--- config.mk ---
export PLATFORM = sky130hd
export DESIGN_NAME = alu_arbiter_flat
export DESIGN_NICKNAME = d
export VERILOG_FILES = /design/src/rtl/alu_pkg.sv /design/src/rtl/alu_arbiter_if.sv /design/src/rtl/alu.sv /design/src/rtl/alu_arbiter.sv /design/src/flat_wrapper.sv
export SDC_FILE = /design/constraint.sdc
export NUM_CORES = 1
export LEC_CHECK = 0
export CORE_ASPECT_RATIO = 0.7
export CORE_MARGIN = 10
export CORE_UTILIZATION = 45
export DETAILED_ROUTE_END_ITERATION = 8
export PLACE_DENSITY = 0.8
export SLEW_MARGIN = 20
export SYNTH_ARGS = -nofsm -noshare
export SYNTH_HDL_FRONTEND = slang
export SYNTH_SLANG_ARGS = --single-unit
--- constraint.sdc ---
create_clock -name clk -period 5.15 [get_ports clk]
set_input_delay 1.03 -clock clk [delete_from_list [all_inputs] [get_ports clk]]
set_output_delay 1.03 -clock clk [all_outputs]
set_load 0.05 [all_outputs]
--- src/rtl/alu_pkg.sv ---
// Shared types for the ALU arbiter: ALU function encoding and arbiter FSM states.
// Codes 6 and 7 are deliberately left unassigned and treated as illegal functions.
package alu_pkg;

  localparam int ALU_FUNC_W = 3;

  typedef enum logic [ALU_FUNC_W-1:0] {
    ALU_ADD = 3'd0,
    ALU_SUB = 3'd1,
    ALU_AND = 3'd2,
    ALU_OR  = 3'd3,
    ALU_XOR = 3'd4,
    ALU_INV = 3'd5
  } alu_func_e;

  typedef enum logic [0:0] {
    IDLE = 1'b0,
    HOLD = 1'b1
  } alu_arb_state_e;

endpackage

--- src/rtl/alu_arbiter_if.sv ---
// Request/response bundle between NUM_REQ requesters, the arbiter (slave) and its environment (master).
interface alu_arbiter_if
  import alu_pkg::*;
#(
  parameter int DATA_W  = 8,
  parameter int NUM_REQ = 4
);

  localparam int ID_W = $clog2(NUM_REQ);

  logic [NUM_REQ-1:0]            req_valid;
  logic [NUM_REQ-1:0]            req_ready;
  logic [NUM_REQ*DATA_W-1:0]     req_operand_a;
  logic [NUM_REQ*DATA_W-1:0]     req_operand_b;
  logic [NUM_REQ*ALU_FUNC_W-1:0] req_alu_func;

  logic                          rsp_valid;
  logic                          rsp_ready;
  logic [ID_W-1:0]               rsp_id;
  logic [DATA_W-1:0]             rsp_result;
  logic                          rsp_zero_flag;
  logic                          rsp_positive_flag;
  logic                          rsp_carry_flag;
  logic                          rsp_signed_overflow;

  modport master (
    output req_valid, req_operand_a, req_operand_b, req_alu_func, rsp_ready,
    input  req_ready, rsp_valid, rsp_id, rsp_result, rsp_zero_flag,
           rsp_positive_flag, rsp_carry_flag, rsp_signed_overflow
  );

  modport slave (
    input  req_valid, req_operand_a, req_operand_b, req_alu_func, rsp_ready,
    output req_ready, rsp_valid, rsp_id, rsp_result, rsp_zero_flag,
           rsp_positive_flag, rsp_carry_flag, rsp_signed_overflow
  );

endinterface

--- src/rtl/alu.sv ---
// Combinational ALU: ADD/SUB/AND/OR/XOR/INV with zero, positive, carry and signed-overflow flags.
// SUB carry is the carry-out of a + ~b + 1, i.e. 1 means "no borrow".
module alu
  import alu_pkg::*;
#(
  parameter int DATA_W = 8
) (
  input  logic [DATA_W-1:0] a_i,
  input  logic [DATA_W-1:0] b_i,
  input  alu_func_e         func_i,
  output logic [DATA_W-1:0] result_o,
  output logic              zero_o,
  output logic              positive_o,
  output logic              carry_o,
  output logic              overflow_o
);

  logic [DATA_W:0] sum_s;
  logic [DATA_W:0] diff_s;

  // Operation select and flag generation
  always_comb begin
    sum_s      = {1'b0, a_i} + {1'b0, b_i};
    diff_s     = {1'b0, a_i} + {1'b0, ~b_i} + {{DATA_W{1'b0}}, 1'b1};
    result_o   = '0;
    carry_o    = 1'b0;
    overflow_o = 1'b0;
    case (func_i)
      ALU_ADD: begin
        result_o   = sum_s[DATA_W-1:0];
        carry_o    = sum_s[DATA_W];
        overflow_o = (a_i[DATA_W-1] == b_i[DATA_W-1]) &&
                     (sum_s[DATA_W-1] != a_i[DATA_W-1]);
      end
      ALU_SUB: begin
        result_o   = diff_s[DATA_W-1:0];
        carry_o    = diff_s[DATA_W];
        overflow_o = (a_i[DATA_W-1] != b_i[DATA_W-1]) &&
                     (diff_s[DATA_W-1] != a_i[DATA_W-1]);
      end
      ALU_AND: result_o = a_i & b_i;
      ALU_OR:  result_o = a_i | b_i;
      ALU_XOR: result_o = a_i ^ b_i;
      ALU_INV: result_o = ~a_i;
      default: result_o = '0;
    endcase
    zero_o     = (result_o == '0);
    positive_o = ~result_o[DATA_W-1];
  end

endmodule

--- src/rtl/alu_arbiter.sv ---
// Arbitrates NUM_REQ requesters onto one ALU with a single registered response slot.
// Define ALU_ARBITER_FIXED_PRIO_EN for fixed lowest-index priority; default is round-robin.
module alu_arbiter
  import alu_pkg::*;
#(
  parameter int DATA_W  = 8,
  parameter int NUM_REQ = 4
) (
  input  logic        clk,
  input  logic        rst_n,
  alu_arbiter_if.slave bus
);

  localparam int ID_W = $clog2(NUM_REQ);

  alu_arb_state_e       state_q;
  logic [ID_W-1:0]      rsp_id_q;
  logic [DATA_W-1:0]    rsp_result_q;
  logic                 rsp_zero_q;
  logic                 rsp_positive_q;
  logic                 rsp_carry_q;
  logic                 rsp_overflow_q;
`ifndef ALU_ARBITER_FIXED_PRIO_EN
  logic [ID_W-1:0]      last_grant_q;
`endif

  logic [ID_W-1:0]       grant_idx_s;
  logic                  grant_found_s;
  logic                  can_grant_s;
  logic                  accept_s;
  logic [NUM_REQ-1:0]    req_ready_s;
  logic [DATA_W-1:0]     op_a_s;
  logic [DATA_W-1:0]     op_b_s;
  logic [ALU_FUNC_W-1:0] func_s;

  logic [DATA_W-1:0]     result_d;
  logic                  zero_d;
  logic                  positive_d;
  logic                  carry_d;
  logic                  overflow_d;

  // Grant selection: loops run farthest-to-nearest so the nearest valid requester wins
  always_comb begin
    grant_idx_s   = '0;
    grant_found_s = 1'b0;
`ifdef ALU_ARBITER_FIXED_PRIO_EN
    for (int k = NUM_REQ - 1; k >= 0; k--) begin
      if (bus.req_valid[k]) begin
        grant_idx_s   = ID_W'(k);
        grant_found_s = 1'b1;
      end
    end
`else
    for (int k = NUM_REQ; k >= 1; k--) begin
      if (bus.req_valid[(int'(last_grant_q) + k) % NUM_REQ]) begin
        grant_idx_s   = ID_W'((int'(last_grant_q) + k) % NUM_REQ);
        grant_found_s = 1'b1;
      end
    end
`endif
    can_grant_s = (state_q == IDLE) || bus.rsp_ready;
    accept_s    = grant_found_s && can_grant_s;
    req_ready_s = '0;
    if (accept_s) begin
      req_ready_s[grant_idx_s] = 1'b1;
    end else begin
      req_ready_s = '0;
    end
  end

  // Operand mux from the granted requester into the single ALU
  always_comb begin
    op_a_s = bus.req_operand_a[int'(grant_idx_s) * DATA_W +: DATA_W];
    op_b_s = bus.req_operand_b[int'(grant_idx_s) * DATA_W +: DATA_W];
    func_s = bus.req_alu_func[int'(grant_idx_s) * ALU_FUNC_W +: ALU_FUNC_W];
  end

  alu #(
    .DATA_W (DATA_W)
  ) u_alu (
    .a_i        (op_a_s),
    .b_i        (op_b_s),
    .func_i     (alu_func_e'(func_s)),
    .result_o   (result_d),
    .zero_o     (zero_d),
    .positive_o (positive_d),
    .carry_o    (carry_d),
    .overflow_o (overflow_d)
  );

  // Response-slot FSM; payload only changes on accept, so it is stable under backpressure
  always_ff @(posedge clk or negedge rst_n) begin
    if (!rst_n) begin
      state_q        <= IDLE;
      rsp_id_q       <= '0;
      rsp_result_q   <= '0;
      rsp_zero_q     <= 1'b0;
      rsp_positive_q <= 1'b0;
      rsp_carry_q    <= 1'b0;
      rsp_overflow_q <= 1'b0;
`ifndef ALU_ARBITER_FIXED_PRIO_EN
      last_grant_q   <= ID_W'(NUM_REQ - 1);
`endif
    end else begin
      if (accept_s) begin
        rsp_id_q       <= grant_idx_s;
        rsp_result_q   <= result_d;
        rsp_zero_q     <= zero_d;
        rsp_positive_q <= positive_d;
        rsp_carry_q    <= carry_d;
        rsp_overflow_q <= overflow_d;
`ifndef ALU_ARBITER_FIXED_PRIO_EN
        last_grant_q   <= grant_idx_s;
`endif
      end
      case (state_q)
        IDLE: begin
          if (accept_s) begin
            state_q <= HOLD;
          end else begin
            state_q <= IDLE;
          end
        end
        HOLD: begin
          if (bus.rsp_ready && !accept_s) begin
            state_q <= IDLE;
          end else begin
            state_q <= HOLD;
          end
        end
        default: state_q <= IDLE;
      endcase
    end
  end

  assign bus.req_ready           = req_ready_s;
  assign bus.rsp_valid           = (state_q == HOLD);
  assign bus.rsp_id              = rsp_id_q;
  assign bus.rsp_result          = rsp_result_q;
  assign bus.rsp_zero_flag       = rsp_zero_q;
  assign bus.rsp_positive_flag   = rsp_positive_q;
  assign bus.rsp_carry_flag      = rsp_carry_q;
  assign bus.rsp_signed_overflow = rsp_overflow_q;

endmodule
--- src/flat_wrapper.sv ---
// flat-port wrapper written by rule: the top's interface ports become plain ports
module alu_arbiter_flat import alu_pkg::*;
#(
  parameter int DATA_W  = 8,
  parameter int NUM_REQ = 4
)
  (clk, rst_n, bus_req_valid, bus_req_operand_a, bus_req_operand_b, bus_req_alu_func, bus_rsp_ready, bus_req_ready, bus_rsp_valid, bus_rsp_id, bus_rsp_result, bus_rsp_zero_flag, bus_rsp_positive_flag, bus_rsp_carry_flag, bus_rsp_signed_overflow);
  alu_arbiter_if #(.DATA_W(DATA_W), .NUM_REQ(NUM_REQ)) bus_i ();
  input  logic clk;
  input  logic rst_n;
  input wire logic [$bits(bus_i.req_valid)-1:0] bus_req_valid;
  input wire logic [$bits(bus_i.req_operand_a)-1:0] bus_req_operand_a;
  input wire logic [$bits(bus_i.req_operand_b)-1:0] bus_req_operand_b;
  input wire logic [$bits(bus_i.req_alu_func)-1:0] bus_req_alu_func;
  input wire logic [$bits(bus_i.rsp_ready)-1:0] bus_rsp_ready;
  output wire logic [$bits(bus_i.req_ready)-1:0] bus_req_ready;
  output wire logic [$bits(bus_i.rsp_valid)-1:0] bus_rsp_valid;
  output wire logic [$bits(bus_i.rsp_id)-1:0] bus_rsp_id;
  output wire logic [$bits(bus_i.rsp_result)-1:0] bus_rsp_result;
  output wire logic [$bits(bus_i.rsp_zero_flag)-1:0] bus_rsp_zero_flag;
  output wire logic [$bits(bus_i.rsp_positive_flag)-1:0] bus_rsp_positive_flag;
  output wire logic [$bits(bus_i.rsp_carry_flag)-1:0] bus_rsp_carry_flag;
  output wire logic [$bits(bus_i.rsp_signed_overflow)-1:0] bus_rsp_signed_overflow;
  assign bus_i.req_valid = bus_req_valid;
  assign bus_i.req_operand_a = bus_req_operand_a;
  assign bus_i.req_operand_b = bus_req_operand_b;
  assign bus_i.req_alu_func = bus_req_alu_func;
  assign bus_i.rsp_ready = bus_rsp_ready;
  assign bus_req_ready = bus_i.req_ready;
  assign bus_rsp_valid = bus_i.rsp_valid;
  assign bus_rsp_id = bus_i.rsp_id;
  assign bus_rsp_result = bus_i.rsp_result;
  assign bus_rsp_zero_flag = bus_i.rsp_zero_flag;
  assign bus_rsp_positive_flag = bus_i.rsp_positive_flag;
  assign bus_rsp_carry_flag = bus_i.rsp_carry_flag;
  assign bus_rsp_signed_overflow = bus_i.rsp_signed_overflow;
  alu_arbiter #(.DATA_W(DATA_W), .NUM_REQ(NUM_REQ)) u_core (.clk(clk), .rst_n(rst_n), .bus(bus_i));
endmodule
==> GITHUB_STEP_SUMMARY, run 1 <==
## PnR job results

| Metric | Value |
|---|---|
| Peak Freq | between 200 and 250 MHz |
| Antenna violations before repair | 0 |
| Wire length of the first global-routing pass | 13700 microns |
| Detail-routed via count per cell | 5.56 |
| Proportion of layout cells with a drive suffix above 1 | 14.5% |
| Clock-pin slew on the worst setup and hold paths | 60 ps |
| Detail Placement HPWL | between 6000 and 7000 microns |
| Number of detailed-route iterations in the first pass | 5 |
| Endpoints failing setup | 0 |
| Number of I/O port buffers | 101 |
| Layout Nets | 530 |
| Yosys synthesis warning count | 0 |
| Count of routing violations after the opening detailed-route iteration | 203 |
| Mapped Avg Cell Area | 8.53 sq um |
| Post-Route Hold Slack | about 480 ps |
| Cell count after synthesis | 312 |
| Final critical delay including setup and external delays | 4930 ps |
| Fraction of the yosys area taken by sequential cells | 16.1% |
| Grt total ovfl | 0 |
| CTS tree | done |
| Reg area | 428 sq um |
| Final clock period utilization by the worst path | between 90% and 100% |
| Most popular library cell in the synthesized design by count | sky130_fd_sc_hd__nand2_1 |
| Area of the multi-input gates | roughly 0.0020 sq mm |
| Overall die width | 112 microns |
| Largest incremental delay on the critical path | around 460 ps |
| Starting Density | between 40% and 50% |
| Signal arrival time at the worst endpoint | 5070 ps |
| Height of the die | 84.3 microns |
| Largest fanout on the critical path | 12 |
| Total via count in the routed design | 2761 |
| Final core utilization | 68.1% |
| Post-synth top cells | 36 x sky130_fd_sc_hd__nand2_1, 30 x sky130_fd_sc_hd__a21oi_1, 30 x sky130_fd_sc_hd__mux2i_1, 27 x sky130_fd_sc_hd__inv_1, 22 x sky130_fd_sc_hd__ha_1 |
| Buffer levels on the longest clock path | 2 |
| Max Clock Skew | around 4.4 ps |
| Run status | complete, no violations |
| Per-cell routed wire length | 17.1 microns |
## run 1: timing repair
action | 4_1_cts | 5_1_grt
buffers inserted | 0 | 5
hold buffers | 0 | 0
resized | 0 | 4
setup endpoints to repair | 0 | 2
## run 1: logic make-up after synthesis
logic type	share of synthesized area (%)
xor gates and xnor gates	2.96
muxes	20.7
AOI/OAI and AO/OA	22.9
buffers and inverters	7.85
DFF	16.1
adders and majority gates	11.9
and+or+nand+nor	17.6
## run 1: layout make-up
cell class / instances / area share, %
tap: 75 / 2.41
timing repair buffer: 121 / 30.6
clock buffer: 3 / 1.06
multi-input combinational: 252 / 52.2
sequential: 17 / 11.0
inverter: 28 / 2.70
clock inverter: 1 / 0.128
## run 1: layout by cell type (no fill, tap or decap), types with 4 or more instances in the layout
cell and n:
sky130_fd_sc_hd__clkdlybuf4s50_1 99, sky130_fd_sc_hd__nand2_1 36, sky130_fd_sc_hd__a21oi_1 30, sky130_fd_sc_hd__mux2i_1 29, sky130_fd_sc_hd__inv_1 27, sky130_fd_sc_hd__ha_1 21
sky130_fd_sc_hd__nor2_1 19, sky130_fd_sc_hd__buf_4 19, sky130_fd_sc_hd__dfrtp_1 15, sky130_fd_sc_hd__o21ai_0 9, sky130_fd_sc_hd__nor3_1 6, sky130_fd_sc_hd__mux2_2 6
sky130_fd_sc_hd__a211oi_1 6, sky130_fd_sc_hd__xnor2_1 6, sky130_fd_sc_hd__o211ai_1 5, sky130_fd_sc_hd__nand2b_1 4, sky130_fd_sc_hd__nor2b_1 4, sky130_fd_sc_hd__nand3_1 4
## run 1: sequential cells by signal (all words and copies together), names as in the netlist
name / count
u_core.bus.rsp_zero_flag: 1
u_core.bus.rsp_signed_overflow: 1
u_core.last_grant_q: 2
u_core.bus.rsp_carry_flag: 1
u_core.bus.rsp_result: 8
u_core.bus.rsp_id: 2
u_core.bus.rsp_valid: 1
u_core.bus.rsp_positive_flag: 1
## run 1: final timing paths
check,depth (start not counted),from,to
min in group asynchronous,1,rst_n,u_core.bus.rsp_result[4]$_DFFE_PN0P_
hold reg to reg,2,u_core.bus.rsp_result[0]$_DFFE_PN0P_,u_core.bus.rsp_result[0]$_DFFE_PN0P_
hold / removal,2,u_core.bus.rsp_result[0]$_DFFE_PN0P_,u_core.bus.rsp_result[0]$_DFFE_PN0P_
setup reg to reg,18,u_core.last_grant_q[1]$_DFFE_PN1P_,u_core.bus.rsp_positive_flag$_DFFE_PN0P_
max in group asynchronous,1,rst_n,u_core.bus.rsp_result[2]$_DFFE_PN0P_
setup / recovery,19,bus_req_valid[0],u_core.bus.rsp_positive_flag$_DFFE_PN0P_
## run 1: worst max-delay path: cells and delay by family
family / cells / cell delay [ps]
buffers and inverters: 5 / 1130
adder cells (fa/ha/maj): 1 / 390
XOR/XNOR: 1 / 190
multiplexers: 1 / 260
AND-OR/OR-AND: 7 / 1460
AND/OR/NAND/NOR: 4 / 600
**Run 1: cells by drive strength**

Drawn at 4 px/micron.
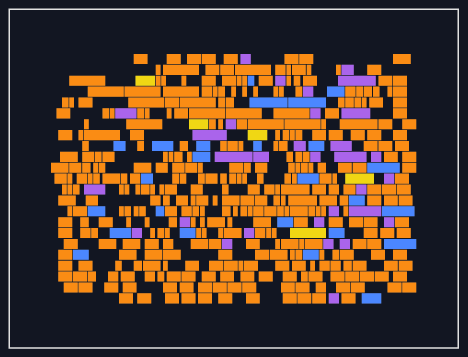
Key: yellow = _6 and larger [cells 5, share 1.2%]; purple = _3 and _4 cells [cells 31, share 7.3%]; blue = _2 cells [cells 25, share 5.9%]; orange = _0 and _1 cells [cells 361, share 86%]
Area Overhead vs Synth: 46.5%
final worst-path setup slack: 225 ps
fin area: 0.00390 sq mm
non-clock buffer total of the final layout: 121

**Run 1: signal wires on met2**

Drawn at 3 px/micron.
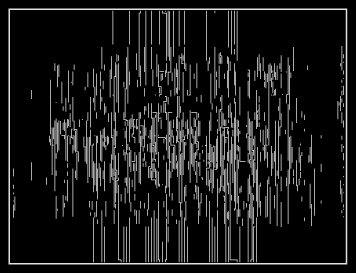
The layer holds 46% of the routed length. The wires run mostly vertical. The longest straight run is 36.5 microns.

**Run 1: track usage over the die**

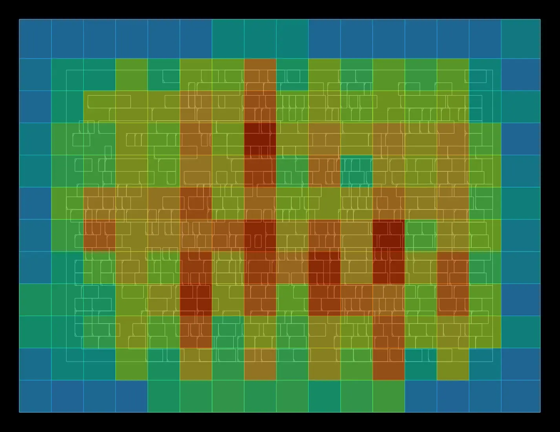
global-route usage over all layers: 17.0%
met3 track demand over resource: 2.63%

**Run 1: sequential cells grouped by signal name**

Drawn at 3 px/micron. Other sequential cells in the stronger grey, the rest of the logic in the fainter grey.
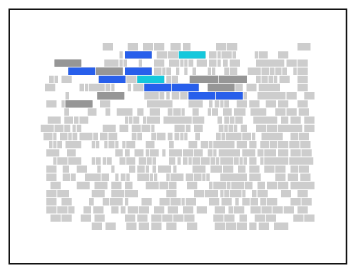
Key: cyan = u_core.bus.rsp_id [flops 2]; blue = u_core.bus.rsp_result [flops 8]

--- run 2 (diff from run 1) ---
--- a/config.mk
+++ b/config.mk
@@ -5,11 +5,12 @@
 export SDC_FILE = /design/constraint.sdc
 export NUM_CORES = 1
 export LEC_CHECK = 0
-export CORE_ASPECT_RATIO = 0.7
+export ABC_AREA = 1
+export ABC_CLOCK_PERIOD_IN_PS = 5150
 export CORE_MARGIN = 10
 export CORE_UTILIZATION = 45
 export DETAILED_ROUTE_END_ITERATION = 8
-export PLACE_DENSITY = 0.8
+export PLACE_DENSITY = 0.77
 export SLEW_MARGIN = 20
 export SYNTH_ARGS = -nofsm -noshare
 export SYNTH_HDL_FRONTEND = slang
**Run 2: cells by drive strength**

Drawn at 4 px/micron.
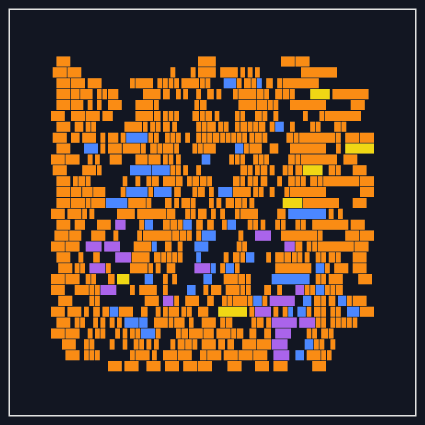
Key: blue = _2 cells [cells 42, share 7.1%]; orange = _0 and _1 cells [cells 529, share 89%]; yellow = _6 and larger [cells 6, share 1.0%]; purple = _3 and _4 cells [cells 18, share 3.0%]
Area Overhead vs Synth: 38.3%
non-clock buffer total of the final layout: 104

==> run 2 against run 1 <==
Non-clock buffer count decreased by 17; cell count increased by 35%; register-to-register slack got worse by 120 ps; wire length increased by 7.0%.
==> GITHUB_STEP_SUMMARY, run 2 <==
## PnR job results

| Metric | Value |
|---|---|
| Count of routing violations after the opening detailed-route iteration | 239 (was 203) |
| Detail Placement HPWL | 7800 microns (was 6920 microns) |
| Signal arrival time at the worst endpoint | 4870 ps (was 5070 ps) |
| Max Clock Skew | 1.19 ps (was 4.40 ps) |
| Reg area | 428 sq um (unchanged) |
| Yosys synthesis warning count | 0 (unchanged) |
| Largest fanout on the critical path | 15 (was 12) |
| Area of the multi-input gates | 0.00220 sq mm (was 0.00203 sq mm) |
| Endpoints failing setup | 0 (unchanged) |
| Buffer levels on the longest clock path | 2 (unchanged) |
| Most numerous logic cells after layout | 140 x sky130_fd_sc_hd__nand2_1, 100 x sky130_fd_sc_hd__clkdlybuf4s50_1, 71 x sky130_fd_sc_hd__nor2_1, 70 x sky130_fd_sc_hd__inv_1, 40 x sky130_fd_sc_hd__nand3_1 (was 99 x sky130_fd_sc_hd__clkdlybuf4s50_1, 36 x sky130_fd_sc_hd__nand2_1, 30 x sky130_fd_sc_hd__a21oi_1, 29 x sky130_fd_sc_hd__mux2i_1, 27 x sky130_fd_sc_hd__inv_1) |
| Grt total ovfl | 0 (unchanged) |
| Number of detailed-route iterations in the first pass | 5 (unchanged) |
| Detail-routed via count per cell | 5.15 (was 5.56) |
| Layout Nets | 703 (was 530) |
| Run status | complete, no violations (unchanged) |
| Most popular library cell in the synthesized design by count | sky130_fd_sc_hd__nand2_1 (unchanged) |
| Height of the die | 101 microns (was 84.3 microns) |
| Post-synth top cells | 140 x sky130_fd_sc_hd__nand2_1, 71 x sky130_fd_sc_hd__nor2_1, 70 x sky130_fd_sc_hd__inv_1, 40 x sky130_fd_sc_hd__nand3_1, 22 x sky130_fd_sc_hd__ha_1 (was 36 x sky130_fd_sc_hd__nand2_1, 30 x sky130_fd_sc_hd__a21oi_1, 30 x sky130_fd_sc_hd__mux2i_1, 27 x sky130_fd_sc_hd__inv_1, 22 x sky130_fd_sc_hd__ha_1) |
| Global-route usage over all layers | 17.8% (was 17.0%) |
| Overall die width | 101 microns (was 112 microns) |
==> run 2: cell count changes in the layout (fill, tap and decap cells not counted), sizes merged, moves of 9 or more <==
cell | previous run | this run
nand2 | 36 | 166
nor2 | 21 | 79
inv | 27 | 77
nand3 | 4 | 48
mux2i | 32 | 0
buf | 20 | 4
a21oi | 32 | 17
mux2 | 9 | 0
==> run 2: metal layers <==
metal | vias to the layer above | GRT usage [%] | share of wire (%)
li1 | 1771 | - | -
met1 | 1542 | 21.2 | 43
met2 | 134 | 30.7 | 46
met3 | 17 | 5.38 | 9.4
met4 | 0 | 4.18 | 1.5
met5 | - | 0 | 0
==> run 2: path summary, 6_finish.rpt <==
| path | start | end | slack (ps) | cells past startpoint |
|---|---|---|---|---|
| worst max-delay path | bus_req_valid[3] | u_core.bus.rsp_zero_flag$_DFFE_PN0P_ | 470 | 33 |
| worst min-delay path | u_core.bus.rsp_zero_flag$_DFFE_PN0P_ | u_core.bus.rsp_zero_flag$_DFFE_PN0P_ | 480 | 2 |
| worst max register to register | u_core.last_grant_q[0]$_DFFE_PN1P_ | u_core.bus.rsp_zero_flag$_DFFE_PN0P_ | 970 | 32 |
| worst min register to register | u_core.bus.rsp_zero_flag$_DFFE_PN0P_ | u_core.bus.rsp_zero_flag$_DFFE_PN0P_ | 480 | 2 |
| max in group asynchronous | rst_n | u_core.bus.rsp_result[5]$_DFFE_PN0P_ | 3470 | 1 |
| min in group asynchronous | rst_n | u_core.bus.rsp_valid$_DFF_PN0_ | 1220 | 1 |
==> run 2: through the flow <==
| step | util, % | instance area, sq um |
|---|---|---|
| after floorplan | - | 2970 |
| after global placement | 63.0 | 4020 |
| after detailed placement | 63.0 | 4020 |
| after CTS | 63.7 | 4070 |
| after global routing | 64.4 | 4110 |
| final | 64.4 | 4110 |
==> run 2: worst max-delay path, delay by kind of cell <==
| kind | cells | cell delay (ps) |
|---|---|---|
| AND-OR/OR-AND | 7 | 1020 |
| buffers and inverters | 7 | 960 |
| adder cells (fa/ha/maj) | 1 | 200 |
| AND/OR/NAND/NOR | 18 | 1640 |
==> run 2: cells by family after synthesis <==
group	Yosys count	share of synthesized area (%)
AND-OR/OR-AND	57	11.7
XOR/XNOR	5	1.47
adder cells (fa/ha/maj)	24	10.6
buffers and inverters	89	13.0
flip-flops	17	14.4
AND/OR/NAND/NOR	306	48.8
==> run 2: layout make-up <==
class                      instances  area share, %
clock buffer                       4           1.10
inverter                          78           7.31
multi-input combinational        392           53.5
sequential                        17           10.4
tap                               77           2.34
timing repair buffer             104           25.4
==> run 2: what timing repair did <==
item / 4_1_cts / 5_1_grt
hold endpoints to repair: 0 / 0
buffers inserted: 0 / 0
setup endpoints to repair: 0 / 7
gates resized: 0 / 10
--- run 3 (diff from run 2) ---
--- a/config.mk
+++ b/config.mk
@@ -10,8 +10,9 @@
 export CORE_MARGIN = 10
 export CORE_UTILIZATION = 45
 export DETAILED_ROUTE_END_ITERATION = 8
-export PLACE_DENSITY = 0.77
+export PLACE_DENSITY = 0.76
 export SLEW_MARGIN = 20
 export SYNTH_ARGS = -nofsm -noshare
 export SYNTH_HDL_FRONTEND = slang
+export SYNTH_HIERARCHICAL = 1
 export SYNTH_SLANG_ARGS = --single-unit
**Run 3: a small window of the routed layout**

Window x 40 to 65, y 40 to 65 microns. Cells in grey, sequential cells in the stronger grey; small squares are vias.
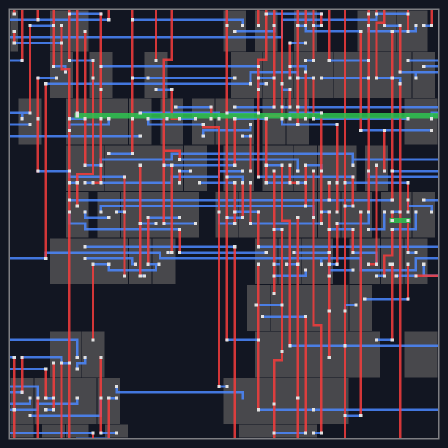
Key: red = metal 2; green = metal 3; blue = metal 1
59 logic cells have their middle in the window. Most frequent: nand2_1 (12), nand3_1 (10), inv_1 (9). Sequential cells in the window: 0.

==> run 3 against run 2 <==
Sequential share of layout area down 0.43 points; clock-buffer cell count unchanged; clock skew hardly changed; utilization shrank 1.9 points; synthesized area rose by 8.0%; first-iteration DRC count is 19% lower; critical path type unchanged; critical endpoint is now u_core/bus.rsp_zero_flag$_DFFE_PN0P_; largest cell class unchanged.
==> GITHUB_STEP_SUMMARY, run 3 <==
## PnR job results

| Metric | Value |
|---|---|
| Fraction of the yosys area taken by sequential cells | 13.3% (was 14.4%) |
| Antenna violations before repair | 0 (unchanged) |
| Max reg flops | 8 (unchanged) |
| Reg area | 428 sq um (unchanged) |
| Detail-routed via count per cell | 4.86 (was 5.15) |
| Overall die width | 104 microns (was 101 microns) |
| Share of final layout cell area taken by clock buffers and inverters | 1.05% (was 1.10%) |
| Peak Freq | 222 MHz (was 214 MHz) |
| Critical path capture point | u_core/bus.rsp_zero_flag$_DFFE_PN0P_ (was u_core.bus.rsp_zero_flag$_DFFE_PN0P_) |
| Worst reg2reg startpoint | u_core/last_grant_q[0]$_DFFE_PN1P_ (was u_core.last_grant_q[0]$_DFFE_PN1P_) |
| Count of routing violations after the opening detailed-route iteration | 193 (was 239) |
| Run status | complete, no violations (unchanged) |
| FF-to-FF End | u_core/bus.rsp_zero_flag$_DFFE_PN0P_ (was u_core.bus.rsp_zero_flag$_DFFE_PN0P_) |
| Area Overhead vs Synth | 33.6% (was 38.3%) |
| Hold buffers post-CTS | 0 (unchanged) |
| Total of cells resized after clock tree synthesis | 0 (unchanged) |
| Global-route usage over all layers | 18.0% (was 17.8%) |
| Signal arrival time at the worst endpoint | 4690 ps (was 4870 ps) |
| Non-clock buffer total of the final layout | 107 (was 104) |
| Height of the die | 104 microns (was 101 microns) |
run 3: netlist changes by cell type in the layout (fill, tap and decap cells not counted), sizes merged, moves of 5 or more:
cell	change
nand2	+63
nand3	+47
nor2	-41
inv	+27
a21oi	-8
buf	+6
o21ai	-5
run 3: worst min path at each step:
stage,cells after the start,slack (ps),to,start
3_3_place_gp,2,460,u_core/bus.rsp_signed_overflow$_DFFE_PN0P_,u_core/bus.rsp_signed_overflow$_DFFE_PN0P_
6_report,2,480,u_core/bus.rsp_result[7]$_DFFE_PN0P_,u_core/bus.rsp_result[7]$_DFFE_PN0P_
3_5_place_dp,2,460,u_core/bus.rsp_result[1]$_DFFE_PN0P_,u_core/bus.rsp_result[1]$_DFFE_PN0P_
4_1_cts,2,480,u_core/bus.rsp_result[1]$_DFFE_PN0P_,u_core/bus.rsp_result[1]$_DFFE_PN0P_
2_1_floorplan,2,530,u_core/last_grant_q[1]$_DFFE_PN1P_,u_core/last_grant_q[1]$_DFFE_PN1P_
5_1_grt,2,500,u_core/bus.rsp_result[4]$_DFFE_PN0P_,u_core/bus.rsp_result[4]$_DFFE_PN0P_
run 3: metal layers:
metal	GRT usage, %	part of all wire, %	up-vias
met3	3.59	6.9	6
met4	2.29	0.59	0
met1	22.2	44	1644
li1	-	-	1948
met5	0	0	-
met2	32.1	49	104
run 3: stage by stage:
step | hold WS [ps] | instance area [sq um]
floorplan | 535 | 3210
global placement | 463 | 4240
detailed placement | 464 | 4240
CTS | 481 | 4290
global route | 501 | 4290
finish | 476 | 4290
run 3: critical path, cell delays in order:
cell and delay (ps):
sky130_fd_sc_hd__clkdlybuf4s50_1 450, sky130_fd_sc_hd__inv_1 50, sky130_fd_sc_hd__o21ai_1 150, sky130_fd_sc_hd__nand2_1 110, sky130_fd_sc_hd__nand2_1 90, sky130_fd_sc_hd__nand2_2 70
sky130_fd_sc_hd__nand2_1 70, sky130_fd_sc_hd__nand2_2 60, sky130_fd_sc_hd__nand2_2 380, sky130_fd_sc_hd__buf_4 240, sky130_fd_sc_hd__nand2_1 70, sky130_fd_sc_hd__nand3_1 70
sky130_fd_sc_hd__nand2_1 130, sky130_fd_sc_hd__ha_1 260, sky130_fd_sc_hd__fa_1 410, sky130_fd_sc_hd__nand2_1 110, sky130_fd_sc_hd__nand2_1 110, sky130_fd_sc_hd__a21oi_1 120
sky130_fd_sc_hd__nand3b_1 120, sky130_fd_sc_hd__nand2_1 50, sky130_fd_sc_hd__nor2_1 210, sky130_fd_sc_hd__nand3_1 110, sky130_fd_sc_hd__nor2_1 90, sky130_fd_sc_hd__nand2_1 70
sky130_fd_sc_hd__nand2_1 70
run 3: cell families after synthesis:
group / count (synthesis) / synth area share (%)
flip-flops: 17 / 13.3
buffers and inverters: 126 / 17.5
AND-OR/OR-AND: 28 / 4.75
AND/OR/NAND/NOR: 378 / 53.5
adder cells (fa/ha/maj): 26 / 10.6
XOR/XNOR: 1 / 0.273
